===== config.mk =====
export PLATFORM = sky130hd
export DESIGN_NAME = uart_stream_buffer
export DESIGN_NICKNAME = d
export VERILOG_FILES = /design/src/rtl/uart_buf_pkg.sv /design/src/rtl/sync_fifo.sv /design/src/rtl/uart_stream_buffer.sv
export SDC_FILE = /design/constraint.sdc
export NUM_CORES = 1
export LEC_CHECK = 0
export CORE_UTILIZATION = 65
export CTS_BUF_LIST = sky130_fd_sc_hd__clkbuf_4
export CTS_CLUSTER_SIZE = 24
export DETAILED_ROUTE_END_ITERATION = 10
export HOLD_SLACK_MARGIN = 0.1
export PLACE_DENSITY_LB_ADDON = 0.08
export SYNTH_ARGS = -nofsm -noshare
export SYNTH_HDL_FRONTEND = slang
export SYNTH_SLANG_ARGS = --single-unit

===== constraint.sdc =====
create_clock -name clk_100m -period 5.06 [get_ports clk_100m]
set_input_delay 0.759 -clock clk_100m [delete_from_list [all_inputs] [get_ports clk_100m]]
set_output_delay 0.759 -clock clk_100m [all_outputs]
set_load 0.005 [all_outputs]

===== src/rtl/uart_buf_pkg.sv =====
// Shared types for the uart_s7 byte-stream buffer.
package uart_buf_pkg;
  localparam int BYTE_W = 8;

  typedef enum logic [1:0] {TX_IDLE, TX_REQ, TX_GAP} tx_state_t;
  typedef enum logic {RX_WAIT, RX_ACK} rx_state_t;
endpackage


===== src/rtl/sync_fifo.sv =====
// Show-ahead circular FIFO: a write is visible at the head one cycle later.
// A write while full or a read while empty is dropped; all status outputs come from registered state.
module sync_fifo #(
  parameter int WIDTH      = 8,
  parameter int DEPTH_LOG2 = 4
) (
  input  logic                  clk_100m,
  input  logic                  rst,
  input  logic                  wr_en,
  input  logic [WIDTH-1:0]      wr_data,
  input  logic                  rd_en,
  output logic [WIDTH-1:0]      rd_data,
  output logic                  full,
  output logic                  empty,
  output logic [DEPTH_LOG2:0]   count
);
  localparam int DEPTH = 1 << DEPTH_LOG2;
  localparam logic [DEPTH_LOG2:0] FULL_CNT = (DEPTH_LOG2 + 1)'(DEPTH);

  logic [WIDTH-1:0]      mem [DEPTH];
  logic [DEPTH_LOG2-1:0] wr_ptr;
  logic [DEPTH_LOG2-1:0] rd_ptr;
  logic                  do_wr;
  logic                  do_rd;

  assign full    = (count == FULL_CNT);
  assign empty   = (count == '0);
  assign do_wr   = wr_en && !full;
  assign do_rd   = rd_en && !empty;
  assign rd_data = mem[rd_ptr];

  // Storage carries no reset; pointers and count define what is valid.
  always_ff @(posedge clk_100m) begin
    if (do_wr) mem[wr_ptr] <= wr_data;
  end

  always_ff @(posedge clk_100m or posedge rst) begin
    if (rst) begin
      wr_ptr <= '0;
      rd_ptr <= '0;
      count  <= '0;
    end else begin
      if (do_wr) wr_ptr <= wr_ptr + 1'b1;
      if (do_rd) rd_ptr <= rd_ptr + 1'b1;
      case ({do_wr, do_rd})
        2'b10:   count <= count + 1'b1;
        2'b01:   count <= count - 1'b1;
        default: count <= count;
      endcase
    end
  end
endmodule


===== src/rtl/uart_stream_buffer.sv =====
// Buffers host bytes to/from uart_s7's req/ack ports through two FIFOs.
// TX waits on uart_s7 ack; RX always acks and discards into a sticky overflow flag when full.
module uart_stream_buffer
  import uart_buf_pkg::*;
#(
  parameter int DEPTH_LOG2 = 4
) (
  input  logic                  clk_100m,
  input  logic                  rst,
  input  logic                  tx_wr_en,
  input  logic [BYTE_W-1:0]     tx_wr_data,
  output logic                  tx_full,
  output logic [DEPTH_LOG2:0]   tx_count,
  input  logic                  rx_rd_en,
  output logic [BYTE_W-1:0]     rx_rd_data,
  output logic                  rx_empty,
  output logic [DEPTH_LOG2:0]   rx_count,
  output logic                  rx_overflow,
  input  logic                  ovf_clr,
  output logic [BYTE_W-1:0]     u_tx_byte,
  output logic                  u_tx_req,
  input  logic                  u_tx_ack,
  input  logic [BYTE_W-1:0]     u_rx_byte,
  input  logic                  u_rx_req,
  output logic                  u_rx_ack
);
  tx_state_t tx_state, tx_state_nxt;
  rx_state_t rx_state, rx_state_nxt;
  logic      tx_pop;
  logic      tx_empty;
  logic      rx_push;
  logic      rx_full;
  logic      ovf_set;
  logic      rx_ack_nxt;

  sync_fifo #(.WIDTH(BYTE_W), .DEPTH_LOG2(DEPTH_LOG2)) u_tx_fifo (
    .clk_100m (clk_100m),
    .rst      (rst),
    .wr_en    (tx_wr_en),
    .wr_data  (tx_wr_data),
    .rd_en    (tx_pop),
    .rd_data  (u_tx_byte),
    .full     (tx_full),
    .empty    (tx_empty),
    .count    (tx_count)
  );

  sync_fifo #(.WIDTH(BYTE_W), .DEPTH_LOG2(DEPTH_LOG2)) u_rx_fifo (
    .clk_100m (clk_100m),
    .rst      (rst),
    .wr_en    (rx_push),
    .wr_data  (u_rx_byte),
    .rd_en    (rx_rd_en),
    .rd_data  (rx_rd_data),
    .full     (rx_full),
    .empty    (rx_empty),
    .count    (rx_count)
  );

  assign u_tx_req = (tx_state == TX_REQ);

  // TX_GAP drops req for a cycle so a multi-cycle ack cannot pop twice.
  always_comb begin
    tx_state_nxt = tx_state;
    tx_pop       = 1'b0;
    case (tx_state)
      TX_IDLE: if (!tx_empty) tx_state_nxt = TX_REQ;
      TX_REQ: begin
        if (u_tx_ack) begin
          tx_pop       = 1'b1;
          tx_state_nxt = TX_GAP;
        end
      end
      TX_GAP:  tx_state_nxt = TX_IDLE;
      default: tx_state_nxt = TX_IDLE;
    endcase
  end

  // Full check uses pre-pop state, so a same-cycle host pop does not save the byte.
  always_comb begin
    rx_state_nxt = rx_state;
    rx_push      = 1'b0;
    ovf_set      = 1'b0;
    rx_ack_nxt   = 1'b0;
    case (rx_state)
      RX_WAIT: begin
        if (u_rx_req) begin
          rx_push      = !rx_full;
          ovf_set      = rx_full;
          rx_ack_nxt   = 1'b1;
          rx_state_nxt = RX_ACK;
        end
      end
      RX_ACK:  if (!u_rx_req) rx_state_nxt = RX_WAIT;
      default: rx_state_nxt = RX_WAIT;
    endcase
  end

  always_ff @(posedge clk_100m or posedge rst) begin
    if (rst) begin
      tx_state    <= TX_IDLE;
      rx_state    <= RX_WAIT;
      u_rx_ack    <= 1'b0;
      rx_overflow <= 1'b0;
    end else begin
      tx_state <= tx_state_nxt;
      rx_state <= rx_state_nxt;
      u_rx_ack <= rx_ack_nxt;
      if (ovf_set)      rx_overflow <= 1'b1;
      else if (ovf_clr) rx_overflow <= 1'b0;
    end
  end
endmodule


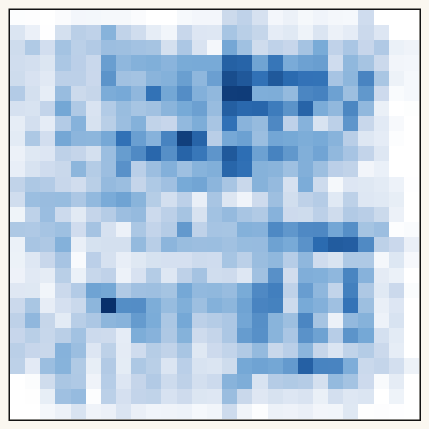
**Above:** wiring heat map.
(3 px per um) The die is cut into 27 by 27 equal tiles; white is low, dark blue is high, scaled to the fullest tile. Values are wire area over tile area, all layers added.
- fullest tile: 0.64
- mean over tiles: 0.20
- densest ninth of the die: north
- nearly empty tiles: 6.0%
- tiles over half the peak: 16%
drt wl/cell: 21.9 um
drt total wl: 23000 um

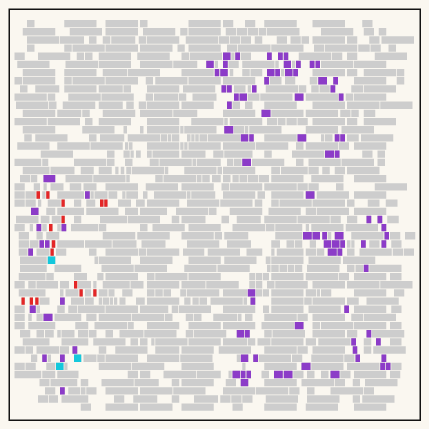
**Above:** selected gate families.
(3 px per um)
- red: inv cells (cells 15; where west)
- cyan: non-inverting ao/oa cells (cells 3)
- purple: aoi and oai cells (cells 95; where widely spread)
most numerous logic cell after layout: edfxtp_1
logic gate fraction of the total cell area: 0.224

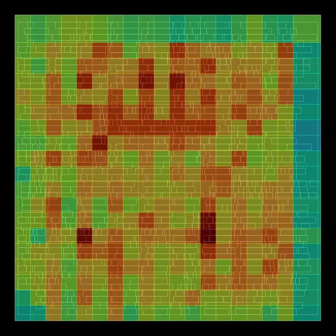
**Above:** congestion heat map.
GRT Max-Usage Layer: met1
met1 Use GR: 0.393
met3 usage: 0.0701
all-layer global routing usage: 0.265

-- cells in the final DEF (no fill, tap or decap), drive strengths merged, types with 2 or more instances in the layout --
cell           netlist  routed
nand2b               3       3
nand3                3       3
nor2b                5       5
a22oi               16      16
and2                20      20
fa                   2       2
nand2               36      36
clkinv               0       9
buf                 20       6
inv                 15      17
a21o                 3       3
edfxtp             256     256
a21oi               21      21
xor2                 7       7
mux2i               49      49
bufinv               0       3
clkbuf              12     115
mux4                32      32
o21ai               39      39
nor2                15      15
xnor2               14      14
a221oi              16      16
dfrtp               31      31
ha                  18      18
clkdlybuf4s50        0      53
mux2                19      19
nor3                 5       5
nor4                 2       2
nand4                2       2
-- cells by family after synthesis --
logic type      count (synthesis)
compound gates                 98
xor+xnor                       21
fa+ha+maj                      20
buf+inv                        47
flops                         287
mux                           100
simple gates                   95
-- metal layers --
metal / GRT usage / part of all wire
met4: 0.101 / 0.017
met3: 0.0701 / 0.083
met5: 0 / 0
met1: 0.393 / 0.43
met2: 0.380 / 0.47
-- registers in the layout (all words and copies together), names as in the netlist --
name and count:
u_rx_fifo.mem 128, u_tx_fifo.mem 128, u_rx_fifo.count 5, u_tx_fifo.count 5, u_rx_fifo.rd_ptr 4, u_rx_fifo.wr_ptr 4
u_tx_fifo.rd_ptr 4, u_tx_fifo.wr_ptr 4, tx_state 2, rx_overflow 1, rx_state 1, u_rx_ack 1
-- per-stage QoR --
stage | instance area [um^2] | utilization | cells | power [uW]
3_3_place_gp | 12400 | 0.709 | 920 | 5480
6_report | 13400 | 0.767 | 1051 | 7600
4_1_cts | 13400 | 0.766 | 1049 | 7620
2_1_floorplan | 11800 | - | 668 | 4720
3_5_place_dp | 12400 | 0.709 | 920 | 5560
5_1_grt | 13400 | 0.767 | 1051 | 7960
==> changes_impl.md <==
### Physical design

- CP arrival: 3.29 ns
- Xor and xnor area share after synthesis: 0.0156
- Logic inverters: 15
- CTS tree: yes
- Pre-CTS WS: 1.58 ns
- Seq power: 3230 uW
- Vias per cell: 6.10
- Mux cell area share: 0.122
- Highest-power group: registers
- Yosys adder share: 0.0226
- Switching fraction of total power: 0.314
- Slew headroom: 0.164
- Sw Pwr: 2390 uW
- Reg2reg end: u_tx_fifo.count[4]$_DFFE_PP0P_
- Clock Power: 2060 uW
- Clock share of power: 0.271
- Power per cell area: roughly 570 mW/mm^2
- Vert. Die Dim: roughly 140 um
- Fmax: 247 MHz
- Fillers: approximately 1000
- I/O pin total: 54
- TNS Setup: 0 ns
- Async SR Flop Fraction: 0.108
- Comb. pwr: 2310 uW
- Floorplan core density: 0.672
- Most common flop cell mapped by yosys: edfxtp_1
- Share of cells above drive strength 1: 0.232
- Total number of yosys warnings: 0
- WP depth: 6
- Clock sinks: 287
- Global-route wire length before repair: 35300 um
- Die Wd: ~140 um
- Buf/Inv on CP: 2
- Root buf cell: clkbuf_4
- Lkg Pwr: approximately 0.0048 uW
- Kind of critical path: register to primary output
- Setup crit start kind: register
- Vias: 6412
- Largest delay contributor family on the critical path: flip-flops
- CTS-repair resized insts: 0
- VDD IR max: 0.307 mV
- Status: complete, no violations
- Final GP Congestion: 0.841
- Flop count: 287
- Number of enable flip-flop cells: 256
- Commonest cells in the netlist: 256 x edfxtp_1, 49 x mux2i_1, 38 x o21ai_0
- Post-DP HPWL: 14800 um
- Vias in the first global route: 6480
- Cell Type Count: 43
- IO buf count: about 53
- Number of antenna-violating nets in the routed design: 0
- Final #Nets: 812
- Worst reg2reg startpoint: u_tx_fifo.count[0]$_DFFE_PP0P_
- Min Tclk post-route: 4.05 ns
- Core area: 0.0175 mm^2
- Hold Buf Count CTS: 0
- H-tree depth: 3
- Num CTS Buffers: about 71
- Initial antenna violation count: 1
- Layout clock buffers: roughly 110
- Max Cap Viol: 0
- Pin count of the biggest net entering global routing: around 44
- Worst path required time: 4.30 ns
- Main logic family: multiplexers
- Sequential share of the synthesized area: 0.720
- Crit path largest cell delay: 0.91 ns
- Syn_nets: between 700 and 800
- HP Class: input port to asynchronous set/reset pin
- R2R cell count: 12
- Dominant cell area share: 0.654
- Reg2Reg Setup Slack: 2.07 ns
- Highest-delay cell along the critical path: dfrtp_1
- Non-clock buffer share: 0.0444
- Synth Instances: between 600 and 700
- Initial DRC count: 580
- Grt ovf: 0
- Tool warnings: 32
- Remaining DRCs: 0
- Ys flops: 287
- Endpoints failing hold: 0
- Top class by area: flip-flops and latches
- Simple Share, Synth: 0.0439
- Leading area contributor after synthesis: edfxtp_1
- Plain + repair buffers: around 60
- Final clock skew: roughly 0.026 ns
- Kind of end point of the critical path: primary output
- Register area: 0.00847 mm^2
- Aoi share: 0.0521
- Yosys stat chip area: 0.0118 mm^2
- Internal: 5210 uW
- Clock buf/inv share: 0.0744
Power figures rest on the tool's default switching activity, not on a simulated workload.
